===== src/rtl/axi3_pkg.sv =====
// axi3_pkg: shared widths, line type and read FSM state encoding for the
// axi3 behavioural line memory.
package axi3_pkg;
  localparam int LINE_W   = 128;
  localparam int ADDR_W   = 32;
  localparam int OFFSET_W = 4;   // byte offset within a 16-byte line

  typedef logic [LINE_W-1:0] line_t;
  typedef logic [ADDR_W-1:0] addr_t;

  typedef enum logic {R_IDLE, R_WAIT} rd_st_e;
endpackage


===== src/rtl/axi3_if.sv =====
// axi3_if: request/return bus between the data cache (master) and the
// line memory (slave).
//   write : wr_req, wr_addr, wr_data -> wr_rdy
//   read  : rd_req, rd_addr          -> rd_rdy, ret_valid, ret_data
//   preload patterns : data_from_cpu0 (even lines), data_from_cpu1 (odd lines)
interface axi3_if;
  import axi3_pkg::*;

  logic  wr_req;
  addr_t wr_addr;
  line_t wr_data;
  logic  wr_rdy;
  logic  rd_req;
  addr_t rd_addr;
  logic  rd_rdy;
  logic  ret_valid;
  line_t ret_data;
  line_t data_from_cpu0;
  line_t data_from_cpu1;

  modport master (
    output wr_req, wr_addr, wr_data, rd_req, rd_addr, data_from_cpu0, data_from_cpu1,
    input  wr_rdy, rd_rdy, ret_valid, ret_data
  );

  modport slave (
    input  wr_req, wr_addr, wr_data, rd_req, rd_addr, data_from_cpu0, data_from_cpu1,
    output wr_rdy, rd_rdy, ret_valid, ret_data
  );
endinterface


===== src/rtl/axi3_line_mem.sv =====
// axi3_line_mem: LINES x 128-bit register array.
//   clk, rst      : clock, synchronous preload (even <- pre0, odd <- pre1)
//   wr_en/idx/data: single write port, written on the clock edge
//   rd_idx/rd_data: combinational read with write-first bypass
module axi3_line_mem
  import axi3_pkg::*;
#(
  parameter int LINES = 16,
  parameter int IDX_W = $clog2(LINES)
) (
  input  logic             clk,
  input  logic             rst,
  input  line_t            pre0,
  input  line_t            pre1,
  input  logic             wr_en,
  input  logic [IDX_W-1:0] wr_idx,
  input  line_t            wr_data,
  input  logic [IDX_W-1:0] rd_idx,
  output line_t            rd_data
);
  line_t mem [LINES];

  always_ff @(posedge clk) begin
    if (rst) begin
      for (int i = 0; i < LINES; i++) mem[i] <= i[0] ? pre1 : pre0;
    end else if (wr_en) begin
      mem[wr_idx] <= wr_data;
    end
  end

  // A read sampled on the same edge as a write to that line sees the new data.
  always_comb begin
    rd_data = mem[rd_idx];
    if (wr_en && (wr_idx == rd_idx)) rd_data = wr_data;
  end
endmodule


===== src/rtl/axi3.sv =====
// axi3: behavioural line memory for data cache refills / write-backs.
//   clk, rst : clock, synchronous active-high reset (reloads all lines)
//   bus      : axi3_if.slave (read request/return, write request, preload)
// Reads return a latched line READ_LAT cycles after acceptance as a
// one-cycle ret_valid pulse. Define AXI3_WR_BUSY_EN to make wr_rdy drop for
// WRITE_LAT cycles after each accepted write; otherwise wr_rdy stays high.
module axi3
  import axi3_pkg::*;
#(
  parameter int LINES     = 16,
  parameter int READ_LAT  = 2,
  parameter int WRITE_LAT = 2
) (
  input logic clk,
  input logic rst,
  axi3_if.slave bus
);
  localparam int IDX_W = $clog2(LINES);

  rd_st_e              state, state_nxt;
  logic                up;           // low during reset, high from first post-reset edge
  logic [READ_LAT:0]   vld_pipe;     // bit k set k edges after acceptance
  line_t               lat_line;
  line_t               rd_line;
  logic                rd_fire, wr_fire;
  logic [IDX_W-1:0]    rd_idx, wr_idx;

  assign rd_idx  = bus.rd_addr[OFFSET_W +: IDX_W];
  assign wr_idx  = bus.wr_addr[OFFSET_W +: IDX_W];
  assign rd_fire = bus.rd_req & bus.rd_rdy;
  assign wr_fire = bus.wr_req & bus.wr_rdy;

  logic unused_addr_bits;
  assign unused_addr_bits = ^{bus.rd_addr[ADDR_W-1:OFFSET_W+IDX_W], bus.rd_addr[OFFSET_W-1:0],
                              bus.wr_addr[ADDR_W-1:OFFSET_W+IDX_W], bus.wr_addr[OFFSET_W-1:0]};

  axi3_line_mem #(.LINES(LINES), .IDX_W(IDX_W)) u_mem (
    .clk     (clk),
    .rst     (rst),
    .pre0    (bus.data_from_cpu0),
    .pre1    (bus.data_from_cpu1),
    .wr_en   (wr_fire),
    .wr_idx  (wr_idx),
    .wr_data (bus.wr_data),
    .rd_idx  (rd_idx),
    .rd_data (rd_line)
  );

  always_comb begin
    state_nxt = state;
    case (state)
      R_IDLE: if (rd_fire) state_nxt = R_WAIT;
      R_WAIT: if (vld_pipe[READ_LAT-1]) state_nxt = R_IDLE;
      default: state_nxt = R_IDLE;
    endcase
  end

  always_ff @(posedge clk) begin
    if (rst) begin
      state    <= R_IDLE;
      up       <= 1'b0;
      vld_pipe <= '0;
      lat_line <= '0;
      bus.ret_data <= '0;
    end else begin
      state    <= state_nxt;
      up       <= 1'b1;
      vld_pipe <= {vld_pipe[READ_LAT-1:0], rd_fire};
      // Latch at acceptance so later writes cannot disturb an in-flight read.
      if (rd_fire) lat_line <= rd_line;
      if (vld_pipe[READ_LAT-1]) bus.ret_data <= lat_line;
    end
  end

  assign bus.ret_valid = vld_pipe[READ_LAT];
  assign bus.rd_rdy    = up & (state == R_IDLE);

`ifdef AXI3_WR_BUSY_EN
  localparam int WC_W = $clog2(WRITE_LAT + 1);
  logic [WC_W-1:0] wr_cnt;

  always_ff @(posedge clk) begin
    if (rst)             wr_cnt <= '0;
    else if (wr_fire)    wr_cnt <= WC_W'(WRITE_LAT);
    else if (wr_cnt != 0) wr_cnt <= wr_cnt - 1'b1;
  end

  assign bus.wr_rdy = up & (wr_cnt == '0);
`else
  assign bus.wr_rdy = up;
`endif
endmodule


===== src/flat_wrapper.sv =====
// flat-port wrapper written by rule: the top's interface ports become plain ports
module axi3_flat import axi3_pkg::*;
#(
  parameter int LINES     = 16,
  parameter int READ_LAT  = 2,
  parameter int WRITE_LAT = 2
)
  (clk, rst, bus_wr_req, bus_wr_addr, bus_wr_data, bus_rd_req, bus_rd_addr, bus_data_from_cpu0, bus_data_from_cpu1, bus_wr_rdy, bus_rd_rdy, bus_ret_valid, bus_ret_data);
  axi3_if bus_i ();
  input logic clk;
  input logic rst;
  input wire logic [$bits(bus_i.wr_req)-1:0] bus_wr_req;
  input wire logic [$bits(bus_i.wr_addr)-1:0] bus_wr_addr;
  input wire logic [$bits(bus_i.wr_data)-1:0] bus_wr_data;
  input wire logic [$bits(bus_i.rd_req)-1:0] bus_rd_req;
  input wire logic [$bits(bus_i.rd_addr)-1:0] bus_rd_addr;
  input wire logic [$bits(bus_i.data_from_cpu0)-1:0] bus_data_from_cpu0;
  input wire logic [$bits(bus_i.data_from_cpu1)-1:0] bus_data_from_cpu1;
  output wire logic [$bits(bus_i.wr_rdy)-1:0] bus_wr_rdy;
  output wire logic [$bits(bus_i.rd_rdy)-1:0] bus_rd_rdy;
  output wire logic [$bits(bus_i.ret_valid)-1:0] bus_ret_valid;
  output wire logic [$bits(bus_i.ret_data)-1:0] bus_ret_data;
  assign bus_i.wr_req = bus_wr_req;
  assign bus_i.wr_addr = bus_wr_addr;
  assign bus_i.wr_data = bus_wr_data;
  assign bus_i.rd_req = bus_rd_req;
  assign bus_i.rd_addr = bus_rd_addr;
  assign bus_i.data_from_cpu0 = bus_data_from_cpu0;
  assign bus_i.data_from_cpu1 = bus_data_from_cpu1;
  assign bus_wr_rdy = bus_i.wr_rdy;
  assign bus_rd_rdy = bus_i.rd_rdy;
  assign bus_ret_valid = bus_i.ret_valid;
  assign bus_ret_data = bus_i.ret_data;
  axi3 #(.LINES(LINES), .READ_LAT(READ_LAT), .WRITE_LAT(WRITE_LAT)) u_core (.clk(clk), .rst(rst), .bus(bus_i));
endmodule

===== config.mk =====
export PLATFORM = sky130hd
export DESIGN_NAME = axi3_flat
export DESIGN_NICKNAME = d
export VERILOG_FILES = /design/src/rtl/axi3_pkg.sv /design/src/rtl/axi3_if.sv /design/src/rtl/axi3_line_mem.sv /design/src/rtl/axi3.sv /design/src/flat_wrapper.sv
export SDC_FILE = /design/constraint.sdc
export NUM_CORES = 2
export LEC_CHECK = 0
export CAP_MARGIN = 20
export CORE_ASPECT_RATIO = 2
export CORE_UTILIZATION = 52
export DETAILED_ROUTE_END_ITERATION = 16
export PLACE_DENSITY_LB_ADDON = 0.1
export SYNTH_ARGS = -nofsm -noshare
export SYNTH_HDL_FRONTEND = slang
export SYNTH_HIERARCHICAL = 1
export SYNTH_SLANG_ARGS = --single-unit

===== constraint.sdc =====
create_clock -name clk -period 7.5 [get_ports clk]
set_input_delay 1.5 -clock clk [delete_from_list [all_inputs] [get_ports clk]]
set_output_delay 1.5 -clock clk [all_outputs]
set_load 0.01 [all_outputs]

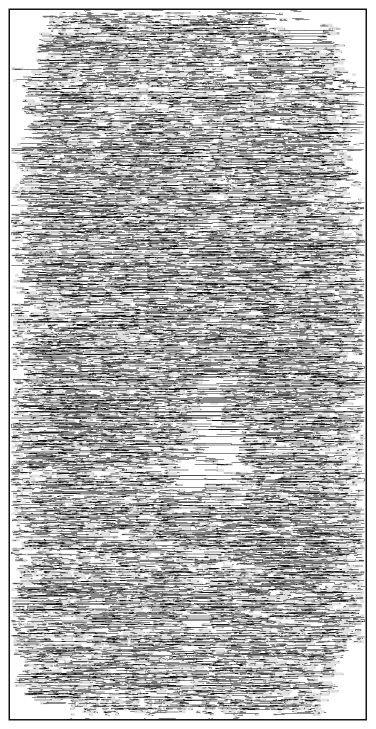
met1.png
Cells faint in the background.
nets with wire on the layer: 7098
main direction: horizontal
share of all routed wire: 38%
total wire length: 370.2 mm
met1 Resource Use GR: 42.31%
Via Count: 66580

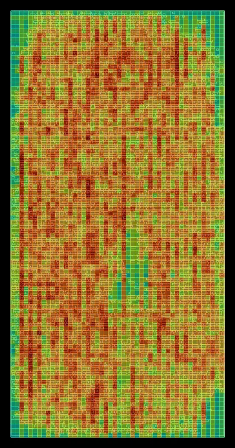
final_congestion.png
met2 GRT Util: 57.22%
post-route core utilization: 59.05%
GRT Total Usage: 33.33%

==> flow_metrics.py <==
# Flow results
metrics = {
    "layout": {
        "final_cell_mix": "2048 x edfxtp_1, 1834 x mux2_1, 521 x clkdlybuf4s50_1",
        "n_all_buffers": 667,
        "drive_gt1_share_pct": 18.77,
        "regArea_mm2": 0.06673,
        "regMostFlops": "u_core/u_mem/mem",
        "sh_comb_area_pct": 34.30,
        "num_antenna_cells": 43,
        "layout.nonclk_buf_share_pct": 5.420,
    },
    "setup_path": {
        "reg2reg_from": "u_core/bus.wr_rdy",
        "worstPathMaxFanout": 34,
        "arrival_ps": 5070,
        "cp_cell_sequence": "clkdlybuf4s50_1 -> and2_1 -> nor4b_2 -> nand2_4 -> nand2b_4 -> buf_4",
        "crit_end": "u_core/u_mem/mem[8][36]",
        "r2r_slack_ps": 3610,
        "crit_path_start_kind": "input pin",
    },
    "drt": {
        "top_layer": "met5",
        "drt-pass1-iter-count": 5,
    },
    "power": {
        "swShare_pct": 23.35,
        "power_leader": "registers",
        "comb_power_mw": 2.89,
        "seq_cell_power_mw": 15.0,
        "combPwrFrac_pct": 10.0,
    },
    "placement": {
        "numPortBuffers": 526,
        "dp_hpwl_mm": 195.2,
    },
    "floorplanning": {
        "ios": 583,
    },
    "logic_synthesis": {
        "synth_flops": 2309,
        "ys_chip_area_mm2": 0.1136,
        "ys_types": 34,
        "synth-simple-area-share_pct": 2.532,
        "synthTopCellsByCount": "2048 x edfxtp_1, 1834 x mux2_1, 502 x mux4_2, 342 x mux2_2, 328 x mux2i_1",
    },
    "min_path": {
        "hold_depth": 1,
        "whs_endpoint": "u_core/vld_pipe[1]",
    },
    "grt": {
        "grt_start_max_net_pins": 116,
        "first_global_vias": 70080,
        "overflow": 0,
        "global_route.peak_usage_layer": "met2",
        "grt_use_met3_pct": 6.333,
    },
    "clocking": {
        "cts_buffer_depth": 4,
        "ctsRootBufferMaster": "clkbuf_16",
        "cts_tree": "yes",
    },
    "timing": {
        "timing.fmax_mhz": 219.6,
        "skew_ps": 36.17,
        "setup_viol": 0,
    },
    "flow_run": {
        "warnings": 89,
    },
    "run_status": {
        "outcome": "complete, no violations",
    },
}
Power is estimated from default activity; no workload was simulated.
